[src/rtl/commit_ras_if.sv]
// ============================================================================
// Module      : commit_ras_if
// Description : Bundle between the commit stage, the commit-side return
//               address stack and the speculative RAS it restores.
//               master : commit stage / restore consumer (drives commit_*)
//               slave  : commit_ras (drives restore_*, arch_count)
// Ports       : commit_valid, commit_is_call, commit_is_return,
//               commit_PC_plus_4, commit_mis_pred   (master -> slave)
//               restore_start, restore_valid, restore_addr, restore_busy,
//               restore_done, arch_count            (slave -> master)
// Revision    : 1.0 - initial release
// ============================================================================
`default_nettype none

interface commit_ras_if #(
  parameter int XLEN    = 32,
  parameter int RAS_LEN = 2
);
  logic              commit_valid;
  logic              commit_is_call;
  logic              commit_is_return;
  logic [XLEN-1:0]   commit_PC_plus_4;
  logic              commit_mis_pred;
  logic              restore_start;
  logic              restore_valid;
  logic [XLEN-1:0]   restore_addr;
  logic              restore_busy;
  logic              restore_done;
  logic [RAS_LEN:0]  arch_count;

  modport master (
    output commit_valid, commit_is_call, commit_is_return,
           commit_PC_plus_4, commit_mis_pred,
    input  restore_start, restore_valid, restore_addr,
           restore_busy, restore_done, arch_count
  );

  modport slave (
    input  commit_valid, commit_is_call, commit_is_return,
           commit_PC_plus_4, commit_mis_pred,
    output restore_start, restore_valid, restore_addr,
           restore_busy, restore_done, arch_count
  );
endinterface

`default_nettype wire

[src/rtl/commit_ras.sv]
// ============================================================================
// Module      : commit_ras
// Description : Commit-side return address stack. Retired calls push and
//               retired returns pop, so the stack holds the architectural
//               call chain. On a committed mispredict the entries are
//               streamed oldest-first to the speculative RAS as push beats.
// Ports       : clock  - rising-edge clock
//               reset  - asynchronous active-low reset
//               bus    - commit_ras_if.slave (commit inputs, restore outputs,
//                        arch_count)
// Revision    : 1.0 - initial release
// ============================================================================
`default_nettype none

module commit_ras #(
  parameter int XLEN     = 32,
  parameter int RAS_SIZE = 4,
  parameter int RAS_LEN  = 2
) (
  input  wire logic        clock,
  input  wire logic        reset,
  commit_ras_if.slave      bus
);

  localparam logic [RAS_LEN:0] C_FULL = (RAS_LEN+1)'(RAS_SIZE);
  localparam logic [RAS_LEN:0] C_ONE  = (RAS_LEN+1)'(1);

  typedef enum logic [1:0] {
    S_IDLE = 2'd0,
    S_COPY = 2'd1,
    S_DONE = 2'd2
  } state_t;

  state_t              r_state;
  logic [XLEN-1:0]     r_stk [RAS_SIZE];
  logic [RAS_LEN-1:0]  r_tosp;
  logic [RAS_LEN:0]    r_count;
  logic [RAS_LEN-1:0]  r_rd_idx;   // slot of the beat presented this cycle
  logic [RAS_LEN:0]    r_n;        // beats remaining, including the current one
  logic                r_start;
  logic                r_valid;
  logic                r_busy;
  logic                r_done;

  // --------------------------------------------------------------------------
  // Commit decode
  // --------------------------------------------------------------------------
  logic w_call, w_ret, w_empty;
  logic w_push, w_replace, w_pop, w_modify, w_wr_en, w_snap;
  logic [RAS_LEN-1:0] w_wr_idx, w_tosp_nxt, w_snap_idx;
  logic [RAS_LEN:0]   w_count_nxt;

  assign w_call    = bus.commit_valid & bus.commit_is_call;
  assign w_ret     = bus.commit_valid & bus.commit_is_return;
  assign w_empty   = (r_count == '0);
  // A coroutine jalr on an empty stack degenerates to a plain push.
  assign w_push    = w_call & (~w_ret | w_empty);
  assign w_replace = w_call & w_ret & ~w_empty;
  assign w_pop     = w_ret & ~w_call & ~w_empty;
  assign w_modify  = w_push | w_replace | w_pop;
  assign w_wr_en   = w_push | w_replace;
  assign w_wr_idx  = w_push ? r_tosp + 1'b1 : r_tosp;

  always_comb begin
    w_tosp_nxt  = r_tosp;
    w_count_nxt = r_count;
    if (w_push) begin
      w_tosp_nxt = r_tosp + 1'b1;
      if (r_count != C_FULL) w_count_nxt = r_count + 1'b1;
    end else if (w_pop) begin
      w_tosp_nxt  = r_tosp - 1'b1;
      w_count_nxt = r_count - 1'b1;
    end
  end

  // Oldest entry of the post-commit stack. When full the low bits of the
  // count are zero, so this lands on tosp+1, the slot about to be overwritten.
  assign w_snap_idx = w_tosp_nxt - w_count_nxt[RAS_LEN-1:0] + 1'b1;

  // Any stack-modifying commit during a restore restarts it, since the
  // speculative RAS is cleared again by the new restore_start.
  assign w_snap = bus.commit_valid &
                  (bus.commit_mis_pred | ((r_state != S_IDLE) & w_modify));

  // --------------------------------------------------------------------------
  // Architectural stack
  // --------------------------------------------------------------------------
  always_ff @(posedge clock or negedge reset) begin
    if (!reset) begin
      for (int i = 0; i < RAS_SIZE; i++) r_stk[i] <= '0;
      r_tosp  <= RAS_LEN'(RAS_SIZE - 1);
      r_count <= '0;
    end else begin
      if (w_wr_en) r_stk[w_wr_idx] <= bus.commit_PC_plus_4;
      r_tosp  <= w_tosp_nxt;
      r_count <= w_count_nxt;
    end
  end

  // --------------------------------------------------------------------------
  // Restore FSM
  // --------------------------------------------------------------------------
  always_ff @(posedge clock or negedge reset) begin
    if (!reset) begin
      r_state  <= S_IDLE;
      r_rd_idx <= '0;
      r_n      <= '0;
      r_start  <= 1'b0;
      r_valid  <= 1'b0;
      r_busy   <= 1'b0;
      r_done   <= 1'b0;
    end else if (w_snap) begin
      r_state  <= S_COPY;
      r_rd_idx <= w_snap_idx;
      r_n      <= w_count_nxt;
      r_start  <= 1'b1;
      r_valid  <= (w_count_nxt != '0);
      r_busy   <= 1'b1;
      r_done   <= 1'b0;
    end else begin
      r_start <= 1'b0;
      case (r_state)
        S_COPY: begin
          if (r_n <= C_ONE) begin
            r_state <= S_DONE;
            r_valid <= 1'b0;
            r_done  <= 1'b1;
          end else begin
            r_n      <= r_n - 1'b1;
            r_rd_idx <= r_rd_idx + 1'b1;
            r_valid  <= 1'b1;
          end
        end
        S_DONE: begin
          r_state <= S_IDLE;
          r_done  <= 1'b0;
          r_busy  <= 1'b0;
        end
        default: begin
          r_state <= S_IDLE;
          r_valid <= 1'b0;
          r_done  <= 1'b0;
          r_busy  <= 1'b0;
        end
      endcase
    end
  end

  // The beat data is read from the registered index; any commit that would
  // change the slot being read also restarts the stream.
  assign bus.restore_start = r_start;
  assign bus.restore_valid = r_valid;
  assign bus.restore_addr  = r_valid ? r_stk[r_rd_idx] : '0;
  assign bus.restore_busy  = r_busy;
  assign bus.restore_done  = r_done;
  assign bus.arch_count    = r_count;

endmodule

`default_nettype wire

[src/flat_wrapper.sv]
// flat-port wrapper written by rule: the top's interface ports become plain ports
module commit_ras_flat 
#(
  parameter int XLEN     = 32,
  parameter int RAS_SIZE = 4,
  parameter int RAS_LEN  = 2
)
  (clock, reset, bus_commit_valid, bus_commit_is_call, bus_commit_is_return, bus_commit_PC_plus_4, bus_commit_mis_pred, bus_restore_start, bus_restore_valid, bus_restore_addr, bus_restore_busy, bus_restore_done, bus_arch_count);
  commit_ras_if #(.XLEN(XLEN), .RAS_LEN(RAS_LEN)) bus_i ();
  input  wire logic clock;
  input  wire logic reset;
  input wire logic [$bits(bus_i.commit_valid)-1:0] bus_commit_valid;
  input wire logic [$bits(bus_i.commit_is_call)-1:0] bus_commit_is_call;
  input wire logic [$bits(bus_i.commit_is_return)-1:0] bus_commit_is_return;
  input wire logic [$bits(bus_i.commit_PC_plus_4)-1:0] bus_commit_PC_plus_4;
  input wire logic [$bits(bus_i.commit_mis_pred)-1:0] bus_commit_mis_pred;
  output wire logic [$bits(bus_i.restore_start)-1:0] bus_restore_start;
  output wire logic [$bits(bus_i.restore_valid)-1:0] bus_restore_valid;
  output wire logic [$bits(bus_i.restore_addr)-1:0] bus_restore_addr;
  output wire logic [$bits(bus_i.restore_busy)-1:0] bus_restore_busy;
  output wire logic [$bits(bus_i.restore_done)-1:0] bus_restore_done;
  output wire logic [$bits(bus_i.arch_count)-1:0] bus_arch_count;
  assign bus_i.commit_valid = bus_commit_valid;
  assign bus_i.commit_is_call = bus_commit_is_call;
  assign bus_i.commit_is_return = bus_commit_is_return;
  assign bus_i.commit_PC_plus_4 = bus_commit_PC_plus_4;
  assign bus_i.commit_mis_pred = bus_commit_mis_pred;
  assign bus_restore_start = bus_i.restore_start;
  assign bus_restore_valid = bus_i.restore_valid;
  assign bus_restore_addr = bus_i.restore_addr;
  assign bus_restore_busy = bus_i.restore_busy;
  assign bus_restore_done = bus_i.restore_done;
  assign bus_arch_count = bus_i.arch_count;
  commit_ras #(.XLEN(XLEN), .RAS_SIZE(RAS_SIZE), .RAS_LEN(RAS_LEN)) u_core (.clock(clock), .reset(reset), .bus(bus_i));
endmodule
[config.mk]
export PLATFORM = sky130hd
export DESIGN_NAME = commit_ras_flat
export DESIGN_NICKNAME = d
export VERILOG_FILES = /design/src/rtl/commit_ras_if.sv /design/src/rtl/commit_ras.sv /design/src/flat_wrapper.sv
export SDC_FILE = /design/constraint.sdc
export NUM_CORES = 1
export LEC_CHECK = 0
export CAP_MARGIN = 20
export CORE_ASPECT_RATIO = 1.75
export CORE_MARGIN = 4
export CORE_UTILIZATION = 33
export DETAILED_ROUTE_END_ITERATION = 10
export PLACE_DENSITY = 0.48
export SKIP_CTS_REPAIR_TIMING = 1
export SLEW_MARGIN = 20
export SYNTH_ARGS = -nofsm -noshare
export SYNTH_HDL_FRONTEND = slang
export SYNTH_SLANG_ARGS = --single-unit
[constraint.sdc]
create_clock -name clock -period 7.1 [get_ports clock]
set_clock_uncertainty 0.2 [all_clocks]
set_input_delay 1.42 -clock clock [delete_from_list [all_inputs] [get_ports clock]]
set_output_delay 1.42 -clock clock [all_outputs]
set_load 0.02 [all_outputs]
### Wires at chosen ports, followed through buffers, run 1

Drawn at 2 px/µm.
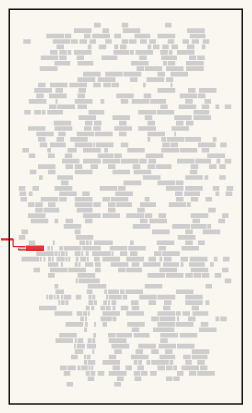
legend:
  bus_restore_start:
    color: red
    bits: 1
    direction: output
    end_cells: 1
    buffers: 1
    wire: 23.8 µm

### Pin map, run 1

Drawn at 3 px/µm. Pins as bars across the die edge, other pins in gray.
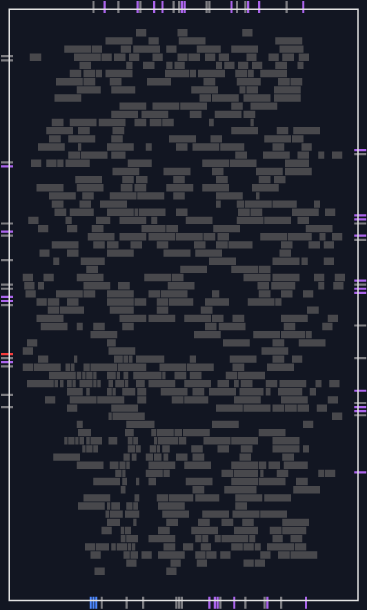
legend:
  bus_restore_start:
    color: red
    pins: 1
    direction: output
    edge: left
  bus_restore_addr:
    color: purple
    pins: 32
    direction: output
    edge: 11 right, 10 top, 6 bottom, 5 left
  bus_arch_count:
    color: blue
    pins: 3
    direction: output
    edge: bottom

### Met2 routing, run 1

Drawn at 3 px/µm.
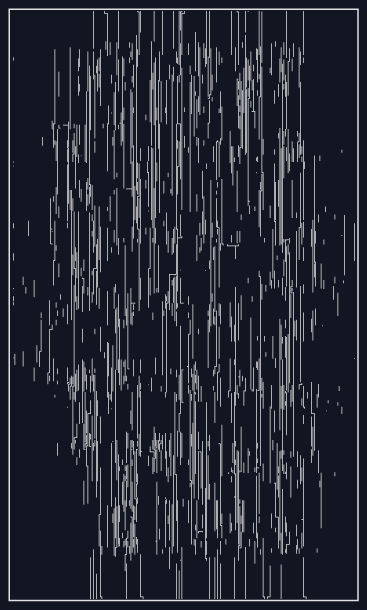
share of all routed wire: 53%
longest straight run: 63.1 µm
wire length on this layer: 8130 µm
main direction: vertical

==> flow_summary.ini, run 1 <==
; synthesis and place-and-route metrics
[cts]
cts_tree = done
clkSinkCount = 143
clockBufferDepth = 2

[run_status]
status = completed

[critical_path]
regToRegSetupSlack_ns = 4.26
cp_top_family = buffers and inverters
reg2reg_from = u_core.bus.arch_count[0]

[flow_run]
warnings = 28

[yosys]
synth-edff-count = 0
synthTopCellsByArea = dfrtp_1, mux2_2, mux4_2
yosys_area_um2 = 6710
synth_warnings = 0
synthCells = 457

[final_layout]
comb_share = 0.357
largest_register_ffs = 128
antenna_cells = 0
fin_area_um2 = 8250
seqCellArea_um2 = 3580
nNonClkInverters = 9

[global_routing]
track_usage = 0.144
grt_overflow_total = 0
grt_pass1_vias = 4421

[power]
pwr-share-comb = 0.424
p_leak_nw = 3.37
power-top-group = combinational logic
clkPwrFrac = 0.207

[placement]
port_buffers = 76

[routing]
routed_wl_mm = 15.3
drt_iter0_drc = 117

[timing]
slew-limit-headroom = 0.309
rsz0062_at_grt = no
-- run 1: logic make-up (layout without fill, tap and decap cells) --
| logic type | after synthesis | after routing | synth area share |
|---|---|---|---|
| AND-OR/OR-AND | 24 | 24 | 0.0229 |
| XOR/XNOR | 10 | 10 | 0.0142 |
| adder cells (fa/ha/maj) | 5 | 5 | 0.00932 |
| buffers and inverters | 38 | 124 | 0.0293 |
| flip-flops | 143 | 143 | 0.534 |
| multiplexers | 161 | 161 | 0.324 |
| AND/OR/NAND/NOR | 76 | 76 | 0.0666 |
-- run 1: metal layers --
metal	GRT usage	vias up	wire length [µm]
li1	-	1791	-
met1	0.177	2060	6260
met2	0.241	71	8130
met3	0.0329	24	484
met4	0.0615	0	389
met5	0	-	0
--- run 2 (diff from run 1) ---
--- a/config.mk
+++ b/config.mk
@@ -10,7 +10,7 @@
 export CORE_MARGIN = 4
 export CORE_UTILIZATION = 33
 export DETAILED_ROUTE_END_ITERATION = 10
-export PLACE_DENSITY = 0.48
+export PLACE_DENSITY = 0.5
 export SKIP_CTS_REPAIR_TIMING = 1
 export SLEW_MARGIN = 20
 export SYNTH_ARGS = -nofsm -noshare
==> constraint.sdc (replaced) <==
create_clock -name clock -period 4.09 [get_ports clock]
set_clock_uncertainty 0.2 [all_clocks]
set_input_delay 0.818 -clock clock [delete_from_list [all_inputs] [get_ports clock]]
set_output_delay 0.818 -clock clock [all_outputs]
set_load 0.02 [all_outputs]
==> run 2 against run 1 <==
Critical path depth stayed put. Combinational power increased by about 80%. Via count rose by 0.46%. Global-route usage shrank 0.38 points. Core utilization grew 0.61 points. Clock power increased by 85%. Hold slack lost 0.12 ns. Synthesized cell count is the same. Non-clock buffer count up 3. Area after synthesis is the same. Sequential power is 68% higher. Setup slack worse by 1.9 ns. Largest power group unchanged.
==> flow_summary.ini, run 2 <==
; synthesis and place-and-route metrics
[routing]
first_pass_iters = 4
routed_wl_mm = 15.0
drt_iter0_drc = 125

[critical_path]
reg2reg_from = u_core.bus.arch_count[0]
regToRegSetupSlack_ns = 1.28
path_depth = 4
cp_top_family = buffers and inverters
critical_path_class = reg2out
startpoint_type = flop

[run_status]
status = completed

[timing]
finalHoldViolCount = 0
tightest_slew_ns = 0.801
slew-limit-headroom = 0.466
rsz0062_at_grt = no

[global_routing]
grt_overflow_total = 0
grt_pass1_vias = 4506
track_usage = 0.140

[floorplan]
die_width_um = 116
io_pins = 77

[final_layout]
fin_area_um2 = 8370
antenna_cells = 0
comb_cells = 276
seqCellArea_um2 = 3580
area_delta_synth_final_pct = 24.7
largest_register_ffs = 128
nNonClkInverters = 9
comb_share = 0.352

[yosys]
synthXorXnorAreaFrac = 0.0142
synth-compound-area-share = 0.0229
synth-edff-count = 0
synthTopCellsByArea = dfrtp_1, mux2_2, mux4_2
synthSimpleGateAreaFrac = 0.0666
synth.logic.top_family = multiplexers
synthAdderAreaFrac = 0.00932
yosys_area_um2 = 6710
synth_warnings = 0
synthMuxAreaShare = 0.324
synthCells = 457

[cts]
cts_tree = done
clockBufferDepth = 2
htreeDepth = 4
clkSinkCount = 143

[placement]
port_buffers = 76
globalplace.congestion = 0.704

[power]
p_leak_nw = 3.42

[flow_run]
warnings = 28
==> run 2: cell counts after synthesis <==
Identical to the previous run, type by type.
==> run 2: report_power, final <==
group	leakage [nW]	total (mW)	switching, mW	internal [mW]
clock network	0.296	1.60	0.631	0.969
registers	1.71	2.59	0.451	2.14
logic	1.42	3.18	1.32	1.86
==> run 2: routing by layer <==
metal | vias up | track usage | routed length (µm)
met1 | 2098 | 0.164 | 6110
met3 | 18 | 0.0295 | 389
met5 | - | 0 | 0
met4 | 0 | 0.0477 | 246
li1 | 1790 | - | -
met2 | 58 | 0.252 | 8270
==> run 2: kinds of logic after synthesis <==
group	after synthesis
xor gates and xnor gates	10
DFF	143
AOI/OAI and AO/OA	24
buffers and inverters	38
muxes	161
adders and majority gates	5
and+or+nand+nor	76
### Routed metal, one color a layer, run 2

Drawn at 2 px/µm. Two of the layers only.
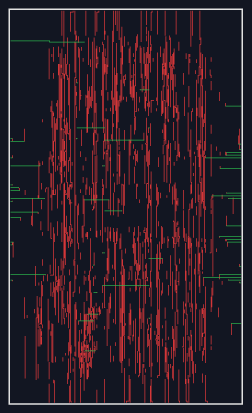
legend:
  metal 3:
    color: green
    wire_length: 389 µm
  metal 2:
    color: red
    wire_length: 8270 µm

No activity file was given, so power comes from the tool's default toggle rates.
